File: src/rtl/imem_arbiter.sv
// Arbitrates the single-ported instruction memory between fetch and the debug/loader port.
// Fetch has priority; a starvation counter forces a debug slot. Read data returns one cycle later.
module imem_arbiter #(
  parameter int unsigned ADDR_W   = 10,
  parameter int unsigned DATA_W   = 64,
  parameter int unsigned MAX_WAIT = 4
) (
  input  logic              clock_i,
  input  logic              reset_i,
  input  logic              fetch_req_i,
  input  logic [ADDR_W-1:0] fetch_addr_i,
  input  logic              fetch_flush_i,
  output logic              fetch_gnt_o,
  output logic              fetch_rvalid_o,
  output logic [DATA_W-1:0] fetch_data_o,
  input  logic              dbg_req_i,
  input  logic              dbg_we_i,
  input  logic [ADDR_W-1:0] dbg_addr_i,
  input  logic [DATA_W-1:0] dbg_wdata_i,
  output logic              dbg_gnt_o,
  output logic              dbg_rvalid_o,
  output logic [DATA_W-1:0] dbg_rdata_o,
  output logic              mem_re_o,
  output logic              mem_we_o,
  output logic [ADDR_W-1:0] mem_addr_o,
  output logic [DATA_W-1:0] mem_wdata_o,
  input  logic [DATA_W-1:0] mem_rdata_i
);

  localparam int unsigned CNT_W = $clog2(MAX_WAIT + 1);

  typedef enum logic [1:0] {
    OWN_NONE  = 2'd0,
    OWN_FETCH = 2'd1,
    OWN_DBG   = 2'd2
  } owner_e;

  owner_e             inflight_q, inflight_d;
  logic [CNT_W-1:0]   wait_cnt_q, wait_cnt_d;

  logic fetch_eff, dbg_eff, dbg_win, fetch_win, wait_full;

  // State registers: owner of the read in flight and debug starvation count
  always_ff @(posedge clock_i) begin
    if (reset_i) begin
      inflight_q <= OWN_NONE;
      wait_cnt_q <= '0;
    end else begin
      inflight_q <= inflight_d;
      wait_cnt_q <= wait_cnt_d;
    end
  end

  // A flushing fetch stage cannot take a grant, which also leaves the slot to debug
  always_comb begin
    fetch_eff = fetch_req_i && !fetch_flush_i && !reset_i;
    dbg_eff   = dbg_req_i && !reset_i;
    wait_full = (wait_cnt_q == CNT_W'(MAX_WAIT));
    dbg_win   = dbg_eff && (!fetch_eff || wait_full);
    fetch_win = fetch_eff && !dbg_win;
  end

  // Next-state and memory-side outputs
  always_comb begin
    inflight_d  = OWN_NONE;
    wait_cnt_d  = '0;
    fetch_gnt_o = 1'b0;
    dbg_gnt_o   = 1'b0;
    mem_re_o    = 1'b0;
    mem_we_o    = 1'b0;
    mem_addr_o  = '0;
    mem_wdata_o = '0;

    if (dbg_win) begin
      dbg_gnt_o  = 1'b1;
      mem_addr_o = dbg_addr_i;
      if (dbg_we_i) begin
        mem_we_o    = 1'b1;
        mem_wdata_o = dbg_wdata_i;
      end else begin
        mem_re_o   = 1'b1;
        inflight_d = OWN_DBG;
      end
    end else if (fetch_win) begin
      fetch_gnt_o = 1'b1;
      mem_re_o    = 1'b1;
      mem_addr_o  = fetch_addr_i;
      inflight_d  = OWN_FETCH;
    end

    if (dbg_req_i && !dbg_win) begin
      wait_cnt_d = wait_full ? wait_cnt_q : wait_cnt_q + CNT_W'(1);
    end
  end

  // Route the returning read word to whoever issued it last cycle
  always_comb begin
    fetch_rvalid_o = !reset_i && (inflight_q == OWN_FETCH) && !fetch_flush_i;
    dbg_rvalid_o   = !reset_i && (inflight_q == OWN_DBG);
    fetch_data_o   = fetch_rvalid_o ? mem_rdata_i : '0;
    dbg_rdata_o    = dbg_rvalid_o ? mem_rdata_i : '0;
  end

endmodule
File: config.mk
export PLATFORM = sky130hd
export DESIGN_NAME = imem_arbiter
export DESIGN_NICKNAME = d
export VERILOG_FILES = /design/src/rtl/imem_arbiter.sv
export SDC_FILE = /design/constraint.sdc
export NUM_CORES = 1
export LEC_CHECK = 0
export ABC_CLOCK_PERIOD_IN_PS = 1800
export CAP_MARGIN = 20
export CORE_AREA = 8 8 133 135
export DETAILED_ROUTE_END_ITERATION = 6
export DIE_AREA = 0 0 141 143
export SLEW_MARGIN = 20
export SYNTH_ARGS = -nofsm -noshare
export SYNTH_HDL_FRONTEND = slang
export SYNTH_SLANG_ARGS = --single-unit
File: constraint.sdc
create_clock -name clock_i -period 1.8 [get_ports clock_i]
set_clock_uncertainty 0.1 [all_clocks]
set_input_delay 0.18 -clock clock_i [delete_from_list [all_inputs] [get_ports clock_i]]
set_output_delay 0.18 -clock clock_i [all_outputs]
set_load 0.02 [all_outputs]
==> images/wire_density.png <==
28 x 29 tiles, from black (low) to pale yellow (high), scaled to the fullest tile. Values are wire area over tile area, all layers added.
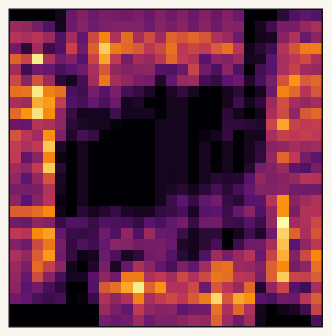
mean over tiles	0.14
nearly empty tiles	14%
fullest tile	0.47
tiles over half the peak	19%
emptiest ninth of the die	centre

==> images/gate_families.png <==
The bar under the picture is 50 microns long.
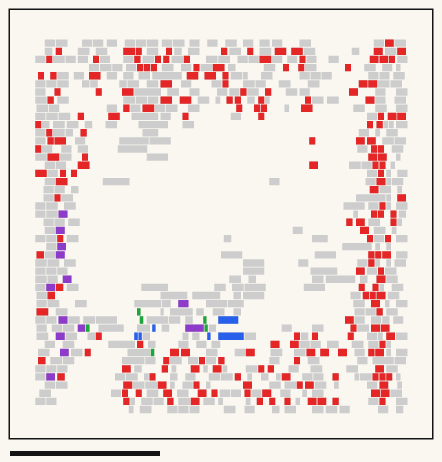
colour	family	cells	most used
purple	AND-OR and OR-AND gates	13	a22o_1
red	AND and OR gates	194	and2_1
green	inverters	6	inv_2
blue	NOR gates	6	nor2_1

==> impl_metrics.ini <==
; synthesis and place-and-route metrics
[critical_path]
critical_path.startpoint = wait_cnt_q[1]
timing.critical_path.arrival_ps = 1850
cp-end-kind = output port
crit-reg2reg-capture = inflight_q[1]
criticalPathCategory = flop to output port
critical_path_cell_count = 9
timing.critical_path.mode_cell = sky130_fd_sc_hd__buf_6
r2r_start = wait_cnt_q[1]
crit_buf_inv = 5
worst_path_max_delay_cell = sky130_fd_sc_hd__a311oi_4

[clock_network]
max-clock-path-buffers = 2
holdBufCountCts = 0
cts_made_buffers = 3
postCtsSetupBuffers = 18
tritoncts = done
clk_pin_slew_ps = 30

[synth]
ys_sh_xor = 0.005106
netlist_area_sq_um = 1715
synth-warning-count = 0
netlist_instances = 260

[cells_and_area]
finalInstanceArea_sq_um = 6593
proportion_of_layout_cells_with_a_drive_suffix_above_1 = 0.5562

[final_timing]
tightest_slew_ps = 320.3
timing.final.ws_setup_ps = -326.9
max-slew-margin-rel = 0.7865
final-max-slew-violation-count = 0
timing_hold_violations_final = 0
setup_viol = 112

[routing]
initialDrtViolationCount = 94

[global_routing]
grt_util_all_layers = 0.1482
grt_max_degree = 40
antenna_violations_before_repair = 2

[min_path]
min_from = wait_cnt_q[0]
min-delay-path-class = flop to flop

[run_status]
status = finished with violations
violated_checks = setup timing
==> images/final_placement.png <==
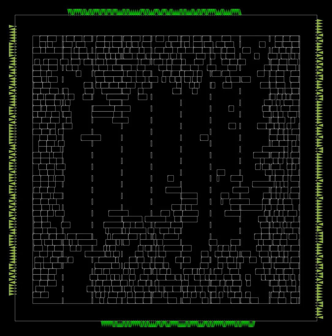
flop share of the area: 0.01632
count of flip-flops and latches: 5
tally of non-filler cells in the final layout: 868

==> images/clock_map.png <==
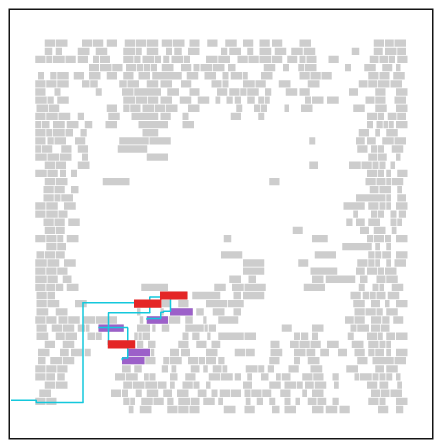
[cyan] clock wires | length: 151 microns
[purple] flip-flops | count: 5
[red] cells driving clock nets | count: 3
routed clock nets	4

-- final cells by class --
cell class / instances / area (sq um)
multi-input combinational: 219 / 1738
sequential: 5 / 107.6
antenna: 3 / 7.507
fill: 1535 / 9005
timing repair buffer: 415 / 4368
tap: 216 / 270.3
clock buffer: 4 / 78.83
inverter: 6 / 22.52
-- metal layers --
metal,share of wire,vias to the layer above,GRT usage
met4,0.013,0,0.03337
li1,-,1645,-
met1,0.36,1616,0.1417
met5,0,-,0
met2,0.54,220,0.2916
met3,0.091,14,0.05776
-- where the power goes --
part	switching, uW	internal [uW]
sequential	2.57	113
combinational	365	605
clock	65.7	293
-- synthesized netlist by cell type --
library cell,number
sky130_fd_sc_hd__clkbuf_2,12
sky130_fd_sc_hd__o211a_1,2
sky130_fd_sc_hd__nor3b_1,1
sky130_fd_sc_hd__dfxtp_1,5
sky130_fd_sc_hd__and2_1,130
sky130_fd_sc_hd__inv_1,6
sky130_fd_sc_hd__nor4b_2,1
sky130_fd_sc_hd__clkbuf_1,15
sky130_fd_sc_hd__ha_1,2
sky130_fd_sc_hd__a22o_1,10
sky130_fd_sc_hd__nand4_1,1
sky130_fd_sc_hd__and3_1,64
sky130_fd_sc_hd__a21o_1,1
sky130_fd_sc_hd__a311oi_4,1
sky130_fd_sc_hd__xnor2_1,1
sky130_fd_sc_hd__buf_8,1
sky130_fd_sc_hd__nand2_2,1
sky130_fd_sc_hd__nor2_1,4
sky130_fd_sc_hd__buf_6,2
-- state kept, by name (all words and copies together) (netlist names) --
signal and count:
wait_cnt_q 3, inflight_q 2
-- metrics by stage --
stage	hold slack, ps	instances
after floorplan	213.4	260
after global placement	394.0	824
after detailed placement	404.5	824
after CTS	483.8	860
after global routing	504.0	867
final	479.9	868
Power and IR drop assume default switching activity.
